==> src/rtl/key_debouncer.sv <==
// N-key synchroniser + per-key stability-counter debouncer with press/release strobes.
// Latency SYNC_STAGES+DEBOUNCE_CYCLES edges from first sampling edge; no backpressure.
module key_debouncer #(
   parameter int N_KEYS          = 2,
   parameter int SYNC_STAGES     = 2,
   parameter int DEBOUNCE_CYCLES = 16,
   parameter int ACTIVE_LOW      = 1
) (
   input  logic              clk,
   input  logic              reset,
   input  logic [N_KEYS-1:0] key,
   output logic [N_KEYS-1:0] pressed,
   output logic [N_KEYS-1:0] press_pulse,
   output logic [N_KEYS-1:0] release_pulse,
   output logic              button_down,
   output logic              any_press
);

   localparam int CW = $clog2(DEBOUNCE_CYCLES + 1);
   localparam logic [CW-1:0] CNT_MAX = CW'(DEBOUNCE_CYCLES - 1);

   logic [N_KEYS-1:0] w_norm;
   logic [N_KEYS-1:0] w_sync;
   logic [N_KEYS-1:0] r_sync [SYNC_STAGES];
   logic [CW-1:0]     r_cnt  [N_KEYS];
   logic [N_KEYS-1:0] r_pressed;
   logic [N_KEYS-1:0] r_press;
   logic [N_KEYS-1:0] r_release;

   assign w_norm = (ACTIVE_LOW != 0) ? ~key : key;
   assign w_sync = r_sync[SYNC_STAGES-1];

   always_ff @(posedge clk) begin
      if (reset) begin
         for (int s = 0; s < SYNC_STAGES; s++) r_sync[s] <= '0;
         for (int i = 0; i < N_KEYS; i++) r_cnt[i] <= '0;
         r_pressed <= '0;
         r_press   <= '0;
         r_release <= '0;
      end else begin
         r_sync[0] <= w_norm;
         for (int s = 1; s < SYNC_STAGES; s++) r_sync[s] <= r_sync[s-1];
         for (int i = 0; i < N_KEYS; i++) begin
            r_press[i]   <= 1'b0;
            r_release[i] <= 1'b0;
            // Any cycle agreeing with the accepted level restarts qualification.
            if (w_sync[i] == r_pressed[i]) begin
               r_cnt[i] <= '0;
            end else if (r_cnt[i] == CNT_MAX) begin
               r_pressed[i] <= w_sync[i];
               r_cnt[i]     <= '0;
               r_press[i]   <= w_sync[i];
               r_release[i] <= ~w_sync[i];
            end else begin
               r_cnt[i] <= r_cnt[i] + CW'(1);
            end
         end
      end
   end

   assign pressed       = r_pressed;
   assign press_pulse   = r_press;
   assign release_pulse = r_release;
   assign button_down   = |r_pressed;
   assign any_press     = |r_press;

endmodule

==> config.mk <==
export PLATFORM = sky130hd
export DESIGN_NAME = key_debouncer
export DESIGN_NICKNAME = d
export VERILOG_FILES = /design/src/rtl/key_debouncer.sv
export SDC_FILE = /design/constraint.sdc
export NUM_CORES = 1
export LEC_CHECK = 0
export CAP_MARGIN = 20
export CORE_UTILIZATION = 30
export CTS_CLUSTER_SIZE = 16
export DETAILED_ROUTE_END_ITERATION = 8
export GPL_TIMING_DRIVEN = 0
export PLACE_DENSITY_LB_ADDON = 0.1
export SLEW_MARGIN = 20
export SYNTH_ARGS = -nofsm -noshare
export SYNTH_HDL_FRONTEND = slang
export SYNTH_SLANG_ARGS = --single-unit
==> constraint.sdc <==
create_clock -name clk -period 2.4 [get_ports clk]
set_input_delay 0.48 -clock clk [delete_from_list [all_inputs] [get_ports clk]]
set_output_delay 0.48 -clock clk [all_outputs]
set_load 0.005 [all_outputs]
**Run 1: sequential cells coloured by netlist name**

(8 px per um)
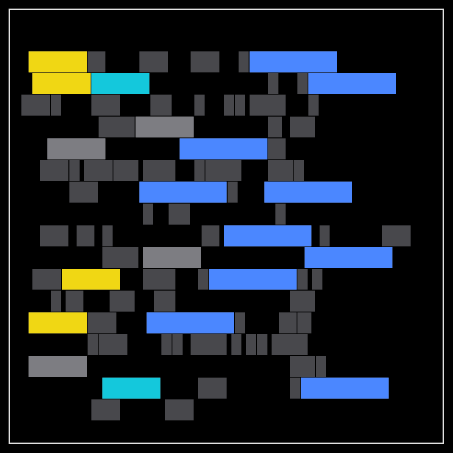
Key: cyan = release_pulse [sequential cells 2]; yellow = r_sync [sequential cells 4]; blue = r_cnt [sequential cells 10]
P_seq: 375 uW
fraction of area in registers: 49.2%
Sequential cell area: 500 um^2

**Run 1: congestion heat map**

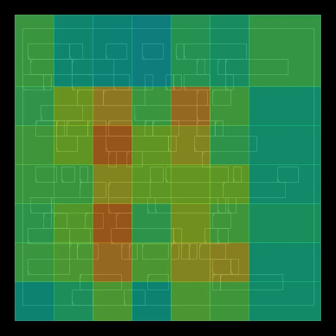
DR WL/cell: 9.45 um
Total GRT Usage: 10.1%

==> results.txt, run 1 <==
run metrics: initial antenna violation count 0, Iter 0 DRT Violations 3, yosys adder share 6.15%, Tool Warnings 26, Design Power 553 uW, drt pass-1 iters 2, top cell type by total area after synthesis edfxtp_1, simple share 20.6%, Dominant comb cell simple AND/OR/NAND/NOR gates, Die W between 50 and 60 um, Non-clk invs 4, Synth Seq Share around three fifths, Setup crit end kind output port, WL met2 518 um, # clock sinks 20, die area ~2900 um^2, P_comb roughly 27 uW, Top class by area flip-flops and latches, Seq pwr share between 60 and 70%, Worst path slowest cell clkdlybuf4s50_1, starting density of the core between 30% and 40%, clock-net power approximately 150 uW, maximum vdd drop approximately 340 uV, WP data required around 1.9 ns, number of enable flip-flop cells 10, mean area per synthesized cell 12.3 um^2, clk buf depth 2, status finished clean, CTS root buf clkbuf_4, ys cells 66, share of cells above drive strength 1 about a tenth, Hold Crit Class flop to flop, Vias per Instance around 4.1, max_cap viols 0, Clock power frac 27.4%, Post-Syn Area between 800 and 900 um^2, Cell Pwr Density roughly 540 nW/um^2, largest stage delay on the critical path between 0.4 and 0.5 ns, Resized cells post-CTS 0, Dominant cell area share a little under two fifths, Yosys chip area roughly 800 um^2, Hold Slack 0.452 ns
**Run 1: signal wires on met1**

(12 px per um) Supply wires on this layer in grey.
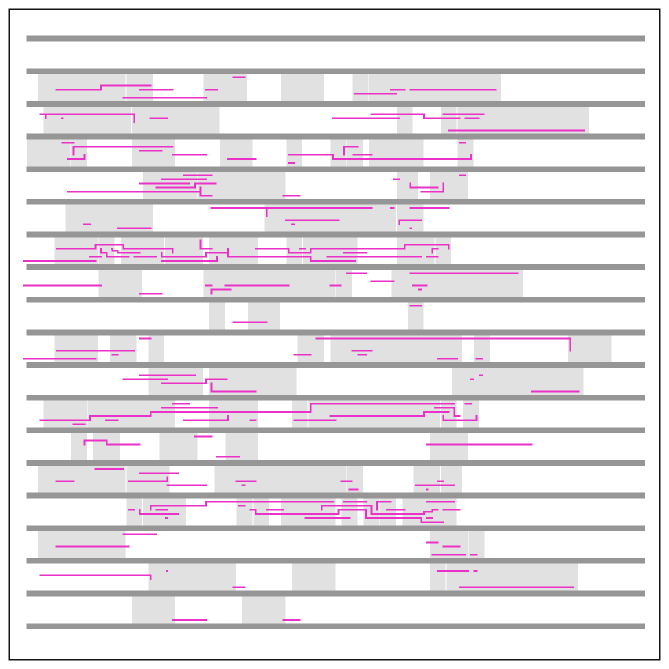
The wires run mostly horizontal. The longest straight run is 21.2 um. The layer carries 562 um of wire.

**Run 1: routed metal, one colour a layer**

(8 px per um) Only two layers are drawn.
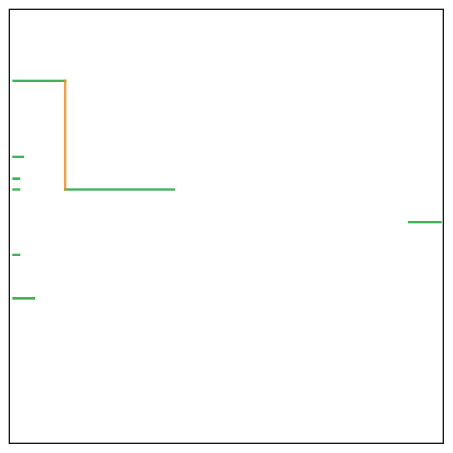
Key: green = metal 3 [wire length 29.7 um]; orange = metal 4 [wire length 13.6 um]

==> run 1: worst paths after layout <==
check,start,end,slack [ns],depth (start not counted)
max,pressed[1],button_down,0.51,2
min,r_sync[0][1],r_sync[0][3],0.45,1
max reg2reg,r_cnt[1][0],r_cnt[1][1],0.60,5
min reg2reg,r_sync[0][1],r_sync[0][3],0.45,1
==> run 1: cells by family after synthesis <==
family	after synthesis
XOR/XNOR	6
adder cells (fa/ha/maj)	4
buffers and inverters	5
flip-flops	20
multiplexers	2
other	1
AND/OR/NAND/NOR	28
==> run 1: sequential cells by signal, summed over array words and instances, names as in the netlist <==
signal	cells
r_cnt	10
release_pulse	2
pressed	2
press_pulse	2
r_sync	4
==> run 1: metal layers <==
layer	up-vias	track usage (%)
met5	-	0
met4	0	7.69
met3	2	2.54
met2	7	15.0
met1	219	12.5
li1	262	-
**Run 1: the metal 3 layer**

(6 px per um)
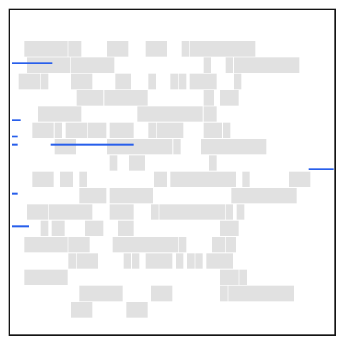

--- run 2 (diff from run 1) ---
==> constraint.sdc (replaced) <==
create_clock -name clk -period 1.7 [get_ports clk]
set_input_delay 0.34 -clock clk [delete_from_list [all_inputs] [get_ports clk]]
set_output_delay 0.34 -clock clk [all_outputs]
set_load 0.005 [all_outputs]
**Run 2: the metal 3 layer**

(6 px per um)
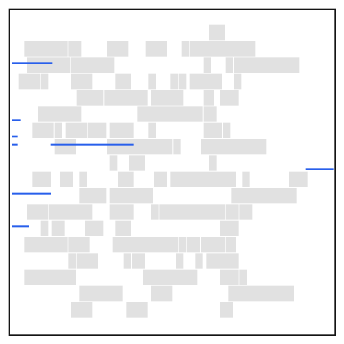
The longest straight run is 13.6 um. The layer carries 35.6 um of wire. The wires run mostly horizontal.

==> results.txt, run 2 <==
run metrics: Reg2Reg Depth 5 (unchanged), Crit Reg-Reg Startpoint r_cnt[1][0], Levels on crit path 5 (+3), WL met2 561 um (+8.3%), WP data required 1.86 ns (-0.06 ns), Tool Warnings 27 (+3.8%), Vias per Instance 4.21 (+2.2%), top cell type by total area after synthesis edfxtp_1, maximum vdd drop 492 uV (+43%), CP Launch Point r_cnt[1][0], DR WL/cell 9.74 um (+3.1%), status finished clean, drt pass-1 iters 2 (unchanged), CTS root buf clkbuf_4, share of cells above drive strength 1 24.2% (+14 points), clock-net power 215 uW (+42%), ys cells 66 (unchanged), Cell Pwr Density 735 nW/um^2 (+35%), Die W 54.1 um (unchanged), Worst Hold End r_sync[0][3], max_cap viols 0 (unchanged), Worst path slowest cell edfxtp_1, RR Endpoint r_cnt[1][1], P_comb 44.0 uW (+64%), reg-to-reg setup timing slack 0.05 ns (-0.55 ns), Dominant cell area share 36.9% (unchanged), Regs by FF count r_cnt: 10 flops, r_sync: 4 flops, Hold Startpoint r_sync[0][1], starting density of the core 32.2% (unchanged), Design Power 787 uW (+42%), GR Util met2 15.0% (unchanged), Yosys chip area 813 um^2 (unchanged)
==> run 2: cell counts after synthesis <==
Identical to the previous run, type by type.
==> run 2: logic make-up (layout without fill, tap and decap cells) <==
logic type | Yosys count | count (layout) | synth area share (%)
adders and majority gates | 4 | 4 | 6.15
other | 1 | 10 | 0.461
xor gates and xnor gates | 6 | 6 | 6.46
DFF | 20 | 20 | 61.5
and+or+nand+nor | 28 | 28 | 20.6
buffers and inverters | 5 | 21 | 2.31
muxes | 2 | 2 | 2.46
==> run 2: timing repair <==
item | CTS | global route
setup buffers | 1 | 1
gates resized | 7 | 8
hold buffers | 0 | 0
hold endpoints to repair | 0 | 0
setup endpoints to repair | 12 | 10
pin swaps | 1 | 6
**Run 2: routed metal, one colour a layer**

(8 px per um) Only two layers are drawn.
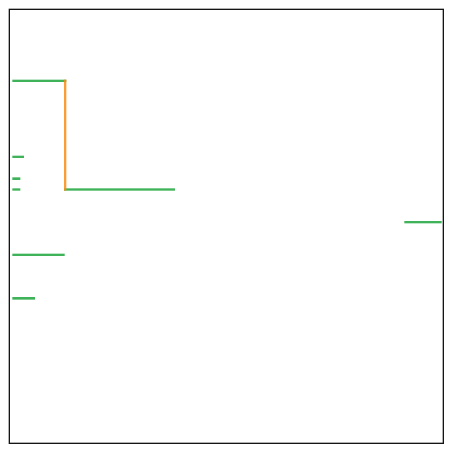

--- run 3 (diff from run 2) ---
--- a/config.mk
+++ b/config.mk
@@ -11,6 +11,7 @@
 export DETAILED_ROUTE_END_ITERATION = 8
 export GPL_TIMING_DRIVEN = 0
 export PLACE_DENSITY_LB_ADDON = 0.1
+export SKIP_LAST_GASP = 1
 export SLEW_MARGIN = 20
 export SYNTH_ARGS = -nofsm -noshare
 export SYNTH_HDL_FRONTEND = slang
==> constraint.sdc (replaced) <==
create_clock -name clk -period 1.7 [get_ports clk]
set_input_delay 0.34 -clock clk [delete_from_list [all_inputs] [get_ports clk]]
set_output_delay 0.34 -clock clk [all_outputs]
set_load 0.1 [all_outputs]
**Run 3: routed metal, one colour a layer**

(8 px per um) Only two layers are drawn.
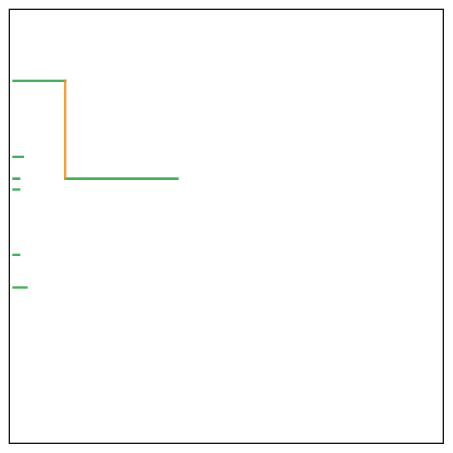
Key: green = metal 3 [wire length 25.3 um]; orange = metal 4 [wire length 12.2 um]

==> results.txt, run 3 <==
run metrics: starting density of the core 32.2% (unchanged), status finished clean, Dominant comb cell simple AND/OR/NAND/NOR gates, Hold Crit Class flop to flop, fin crit share between 90 and 100%, max_cap viols 0 (unchanged), ys cells 66 (unchanged), simple share 20.6% (unchanged), DR WL/cell 9.72 um (-0.12%), drt pass-1 iters 1 (-1), clk buf depth 2, Detail Route Antenna Nets 0, maximum vdd drop 457 uV (-7.0%), Clock power frac ~28%, P_comb 46.0 uW (+4.5%), Resized cells post-CTS 30 (+23), area grow syn2layout 30.5%, Complex Gates by Area 0% (unchanged), Design Power 800 uW (+1.6%), Cell Pwr Density 754 nW/um^2 (+2.6%), CTS root buf clkbuf_4, Synth mux share 2.46% (unchanged), clock-net power 225 uW (+5%), Psw ~170 uW, Post-CTS Setup Repair Bufs 2 (+1), share of cells above drive strength 1 32.3% (+8.1 points), GR Util met2 16.0% (+1.0 points), xor/xnor share of the synthesized area 6.46% (unchanged), Regs by FF count r_cnt: 10 flops, r_sync: 4 flops, top cell type by total area after synthesis edfxtp_1, Vias per Instance 4.08 (-3.0%), WP data required 1.87 ns (about the same), Die W 54.1 um (unchanged)
==> run 3: critical path: stages (launching register included) <==
cell	delay (ns)
edfxtp_1	0.43
ha_2	0.21
and3_1	0.18
ha_2	0.21
or3_4	0.37
nor2_2	0.12
==> run 3: layer usage <==
metal / wire, um / share of wire (%)
met2: 559 / 47
met3: 25 / 2.1
met1: 599 / 50
met5: 0 / 0
met4: 12 / 1.0
==> run 3: path summary, 6_finish.rpt <==
check        slack, ns    startpoint      endpoint  cells past startpoint
min reg2reg       0.45  r_sync[0][0]  r_sync[0][2]                      1
min               0.45  r_sync[0][0]  r_sync[0][2]                      1
max               0.06   r_cnt[1][0]   r_cnt[1][3]                      5
max reg2reg       0.06   r_cnt[1][0]   r_cnt[1][3]                      5
Power is estimated from default activity; no workload was simulated.
